File: config.mk
export PLATFORM = sky130hd
export DESIGN_NAME = uart_tx_buffered
export DESIGN_NICKNAME = d
export VERILOG_FILES = /design/src/rtl/uart_pkg.sv /design/src/rtl/sync_fifo.sv /design/src/rtl/uart_tx_buffered.sv
export SDC_FILE = /design/constraint.sdc
export NUM_CORES = 1
export LEC_CHECK = 0
export ABC_AREA = 1
export CAP_MARGIN = 15
export CORE_MARGIN = 10
export CORE_UTILIZATION = 55
export DETAILED_ROUTE_END_ITERATION = 10
export HOLD_SLACK_MARGIN = 0.05
export PLACE_DENSITY = 0.77
export SYNTH_ARGS = -nofsm -noshare
export SYNTH_HDL_FRONTEND = slang
export SYNTH_SLANG_ARGS = --single-unit
File: constraint.sdc
create_clock -name clk -period 2.1 [get_ports clk]
set_input_delay 0.42 -clock clk [delete_from_list [all_inputs] [get_ports clk]]
set_output_delay 0.42 -clock clk [all_outputs]
set_load 0.02 [all_outputs]
File: src/rtl/uart_pkg.sv
// Shared definitions for the buffered UART transmitter: serializer state
// encoding, frame constants and a baud divisor helper.
package uart_pkg;

    localparam int UART_DATA_BITS = 8;

    typedef enum logic [1:0] {
        ST_IDLE  = 2'd0,
        ST_START = 2'd1,
        ST_DATA  = 2'd2,
        ST_STOP  = 2'd3
    } tx_state_e;

    // Clock cycles per bit period, truncated toward zero.
    function automatic int baud_div(input int clk_hz, input int baud);
        return clk_hz / baud;
    endfunction

endpackage

File: src/rtl/sync_fifo.sv
// Synchronous FIFO with first-word-fall-through read data and registered
// full/empty/level flags. DEPTH must be a power of two so pointers wrap freely.
module sync_fifo #(
    parameter int WIDTH = 8,
    parameter int DEPTH = 16
) (
    input  logic                     clk,
    input  logic                     rst,
    input  logic                     wr_en,
    input  logic [WIDTH-1:0]         wr_data,
    input  logic                     rd_en,
    output logic [WIDTH-1:0]         rd_data,
    output logic                     full,
    output logic                     empty,
    output logic [$clog2(DEPTH):0]   level
);

    localparam int AW = $clog2(DEPTH);

    logic [WIDTH-1:0] mem_q [DEPTH];
    logic [AW-1:0]    wr_ptr_q, wr_ptr_d;
    logic [AW-1:0]    rd_ptr_q, rd_ptr_d;
    logic [AW:0]      level_q, level_d;
    logic             full_q, full_d;
    logic             empty_q, empty_d;
    logic             do_wr, do_rd;

    // Accept/pop qualification uses the registered flags, so a write while
    // full is dropped even if a pop frees a slot on the same edge.
    always_comb begin
        do_wr    = wr_en && !full_q;
        do_rd    = rd_en && !empty_q;
        wr_ptr_d = do_wr ? wr_ptr_q + AW'(1) : wr_ptr_q;
        rd_ptr_d = do_rd ? rd_ptr_q + AW'(1) : rd_ptr_q;
        level_d  = level_q + (AW+1)'(do_wr) - (AW+1)'(do_rd);
        full_d   = (level_d == (AW+1)'(DEPTH));
        empty_d  = (level_d == '0);
    end

    // Pointer and occupancy registers; reset discards any stored bytes.
    always_ff @(posedge clk) begin
        if (rst) begin
            wr_ptr_q <= '0;
            rd_ptr_q <= '0;
            level_q  <= '0;
            full_q   <= 1'b0;
            empty_q  <= 1'b1;
        end else begin
            wr_ptr_q <= wr_ptr_d;
            rd_ptr_q <= rd_ptr_d;
            level_q  <= level_d;
            full_q   <= full_d;
            empty_q  <= empty_d;
        end
    end

    // Storage array; contents are don't-care until pointed to by a valid entry.
    always_ff @(posedge clk) begin
        if (do_wr) begin
            mem_q[wr_ptr_q] <= wr_data;
        end
    end

    assign rd_data = mem_q[rd_ptr_q];
    assign full    = full_q;
    assign empty   = empty_q;
    assign level   = level_q;

endmodule

File: src/rtl/uart_tx_buffered.sv
// Buffered 8N1/8N2 UART transmitter: a byte FIFO feeding an LSB-first
// serializer. uart_tx and tx_done are registered from the current state, so
// the line trails the state register by one cycle and tx_done lands exactly
// on the last cycle of the final stop bit as seen on the pin.
module uart_tx_buffered
    import uart_pkg::*;
#(
    parameter int BAUD_DIV   = baud_div(27_000_000, 115_200),
    parameter int FIFO_DEPTH = 16,
    parameter int STOP_BITS  = 1
) (
    input  logic                          clk,
    input  logic                          rst,
    input  logic                          wr_en,
    input  logic [7:0]                    wr_data,
    output logic                          full,
    output logic                          empty,
    output logic [$clog2(FIFO_DEPTH):0]   level,
    output logic                          overflow,
    output logic                          busy,
    output logic                          tx_done,
    output logic                          uart_tx
);

    localparam int CW = $clog2(BAUD_DIV);
    localparam logic [CW-1:0] BAUD_LAST = CW'(BAUD_DIV - 1);
    localparam logic [2:0]    DATA_LAST = 3'(UART_DATA_BITS - 1);
    localparam logic [2:0]    STOP_LAST = 3'(STOP_BITS - 1);

    logic [UART_DATA_BITS-1:0] fifo_rd_data;
    logic                      fifo_full, fifo_empty;
    logic                      pop;

    tx_state_e                 state_q, state_d;
    logic [CW-1:0]             baud_q, baud_d;
    logic [2:0]                bit_q, bit_d;
    logic [UART_DATA_BITS-1:0] shift_q, shift_d;
    logic                      tx_q, tx_d;
    logic                      done_q, done_d;
    logic                      ovf_q, ovf_d;
    logic                      baud_last;

    sync_fifo #(
        .WIDTH (UART_DATA_BITS),
        .DEPTH (FIFO_DEPTH)
    ) u_fifo (
        .clk     (clk),
        .rst     (rst),
        .wr_en   (wr_en),
        .wr_data (wr_data),
        .rd_en   (pop),
        .rd_data (fifo_rd_data),
        .full    (fifo_full),
        .empty   (fifo_empty),
        .level   (level)
    );

    assign baud_last = (baud_q == BAUD_LAST);

    // Serializer next-state, bit timing and line value for the next cycle.
    always_comb begin
        state_d = state_q;
        baud_d  = baud_q;
        bit_d   = bit_q;
        shift_d = shift_q;
        pop     = 1'b0;
        tx_d    = 1'b1;
        done_d  = 1'b0;
        ovf_d   = wr_en && fifo_full;
        unique case (state_q)
            ST_IDLE: begin
                if (!fifo_empty) begin
                    pop     = 1'b1;
                    shift_d = fifo_rd_data;
                    baud_d  = '0;
                    bit_d   = '0;
                    state_d = ST_START;
                end
            end
            ST_START: begin
                tx_d = 1'b0;
                if (baud_last) begin
                    baud_d  = '0;
                    bit_d   = '0;
                    state_d = ST_DATA;
                end else begin
                    baud_d = baud_q + CW'(1);
                end
            end
            ST_DATA: begin
                tx_d = shift_q[0];
                if (baud_last) begin
                    baud_d  = '0;
                    shift_d = {1'b0, shift_q[UART_DATA_BITS-1:1]};
                    if (bit_q == DATA_LAST) begin
                        bit_d   = '0;
                        state_d = ST_STOP;
                    end else begin
                        bit_d = bit_q + 3'd1;
                    end
                end else begin
                    baud_d = baud_q + CW'(1);
                end
            end
            ST_STOP: begin
                tx_d = 1'b1;
                if (baud_last) begin
                    baud_d = '0;
                    if (bit_q == STOP_LAST) begin
                        bit_d   = '0;
                        done_d  = 1'b1;
                        state_d = ST_IDLE;
                    end else begin
                        bit_d = bit_q + 3'd1;
                    end
                end else begin
                    baud_d = baud_q + CW'(1);
                end
            end
            default: state_d = ST_IDLE;
        endcase
    end

    // Serializer registers; reset aborts any frame and parks the line high.
    always_ff @(posedge clk) begin
        if (rst) begin
            state_q <= ST_IDLE;
            baud_q  <= '0;
            bit_q   <= '0;
            shift_q <= '0;
            tx_q    <= 1'b1;
            done_q  <= 1'b0;
            ovf_q   <= 1'b0;
        end else begin
            state_q <= state_d;
            baud_q  <= baud_d;
            bit_q   <= bit_d;
            shift_q <= shift_d;
            tx_q    <= tx_d;
            done_q  <= done_d;
            ovf_q   <= ovf_d;
        end
    end

    assign full     = fifo_full;
    assign empty    = fifo_empty;
    assign overflow = ovf_q;
    assign busy     = (state_q != ST_IDLE);
    assign tx_done  = done_q;
    assign uart_tx  = tx_q;

endmodule

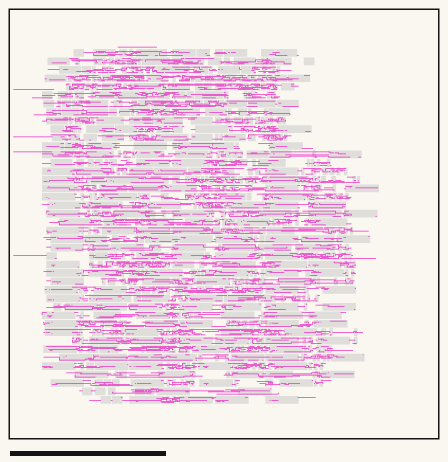
m1.png
Scale bar: 50 microns. Cells faint in the background.
The layer holds 39% of the routed length. The layer carries 7140 microns of wire. The longest straight run is 33.1 microns. 807 nets have wire on it.

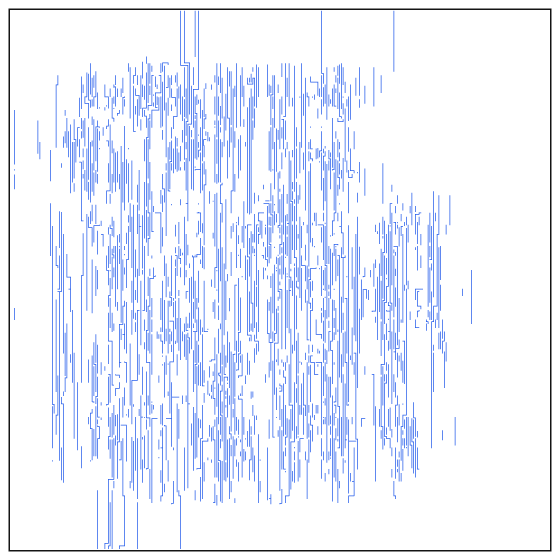
m2.png
The layer holds 49% of the routed length. The longest straight run is 45.4 microns. The layer carries 8820 microns of wire. 714 nets have wire on it.

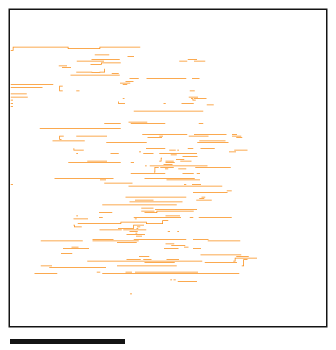
m3.png
Scale bar: 50 microns.
The layer carries 1560 microns of wire. The layer holds 8.6% of the routed length. The longest straight run is 59.3 microns.

==> results.tsv <==
stage	metric	value	unit
finish	Comb area	0.002385	sq mm
power	Clock Power Share	0.308	
cts	clock transition at the registers of the reported paths	0.06	ns
flow_run	Max-Cap Viols	0	
cts	post_cts resized	7	
power	VDD IR-drop max	0.9606	mV
critical_path	crit path DRT	2.45	ns
cts	root buf cell	clkbuf_16	
placed_design	DP HPWL	11.33	mm
critical_path	crit path buf inv count	3	
global_route	first-pass GRT wire length	28.04	mm
cts	Num Clock Sinks	171	
finish	cell type taking the most area	registers	
critical_path	FF-to-FF Start	state_q[0]	
finish	NumNets Final	876	
finish	Diodes inserted	0	
critical_path	Worst R2R End	u_fifo.empty	
sta	RSZ-0062 raised after global routing	true	
logic_synthesis	post-synthesis mux area share	0	
global_route	Most Crowded Layer GR	met2	
critical_path	CP cell instances	inv_4 > ha_4 > clkinv_4 > nor2_4 > ha_4 > inv_2 > ha_4 > fa_2 > xnor2_2 > nand4_1 > o21ai_1	
cts	Setup Fix Bufs, Post-CTS	5	
global_route	vias in the first global route	5542	
placed_design	DP Worst Slack	-0.04914	ns
logic_synthesis	Seq/Total Area, Yosys	0.6191	
power	switching power	3.793	mW
placed_design	DP Cell Count	993	
finish	combinational share of cell area	0.2669	
flow_run	tool warnings	37	
floorplan	die extent in x	137.5	microns
critical_path	Worst EP arrival	2.40	ns
critical_path	Levels on crit path	11	
floorplan	Die H	137.5	microns
worst_hold_path	Hold Path Class	flop to flop	
finish	Clock buffer cells	21	
finish	max reg flops	128	
power	combinational power	3.64	mW
worst_hold_path	hold path endpoint	shift_q[4]	
power	Tot Pwr	11.21	mW
finish	synthesis-to-finish area growth	17.60	%
global_route	GR Layer Usage met3	0.03933	
sta	slew at the pin with the worst max-slew slack	0.6338	ns
route	drt initial violations	727	
critical_path	worst reg-to-reg path cell count	11	
route	met2 wire length	8.819	mm
critical_path	critical path's top delay family	adder cells	
critical_path	largest stage delay on the critical path	0.37	ns
placed_design	IO Port Bufs	21	
route	WL final	18.08	mm
logic_synthesis	yosys stat chip area	0.007599	sq mm
outcome	status	finished clean	
floorplan	core region area	0.01340	sq mm
power	seq pwr	4.12	mW
critical_path	WS Path Type	flop to flop	
sta	worst clock skew	0.009032	ns
placed_design	Placer Congestion	0.9217	
finish	layout cell share with drive strength beyond 1	0.1295	
finish	biggest regs	u_fifo.mem_q x128, baud_q x8, shift_q x8	
finish	Util after Layout	0.6669	
logic_synthesis	XORs/XNORs by Area	0.005763	
logic_synthesis	cell type with the largest total area	edfxtp_1	
worst_hold_path	hold_sp	shift_q[4]	
finish	most common logic cell in the routed design	nand2_1	
power	P_int	7.414	mW
logic_synthesis	# Cells Yosys	788	
sta	Sum Neg Setup Slack	0	ns
cts	TritonCTS clock tree	done	
critical_path	Max stage delay cell, worst path	fa_2	
Power is estimated from default activity; no workload was simulated.
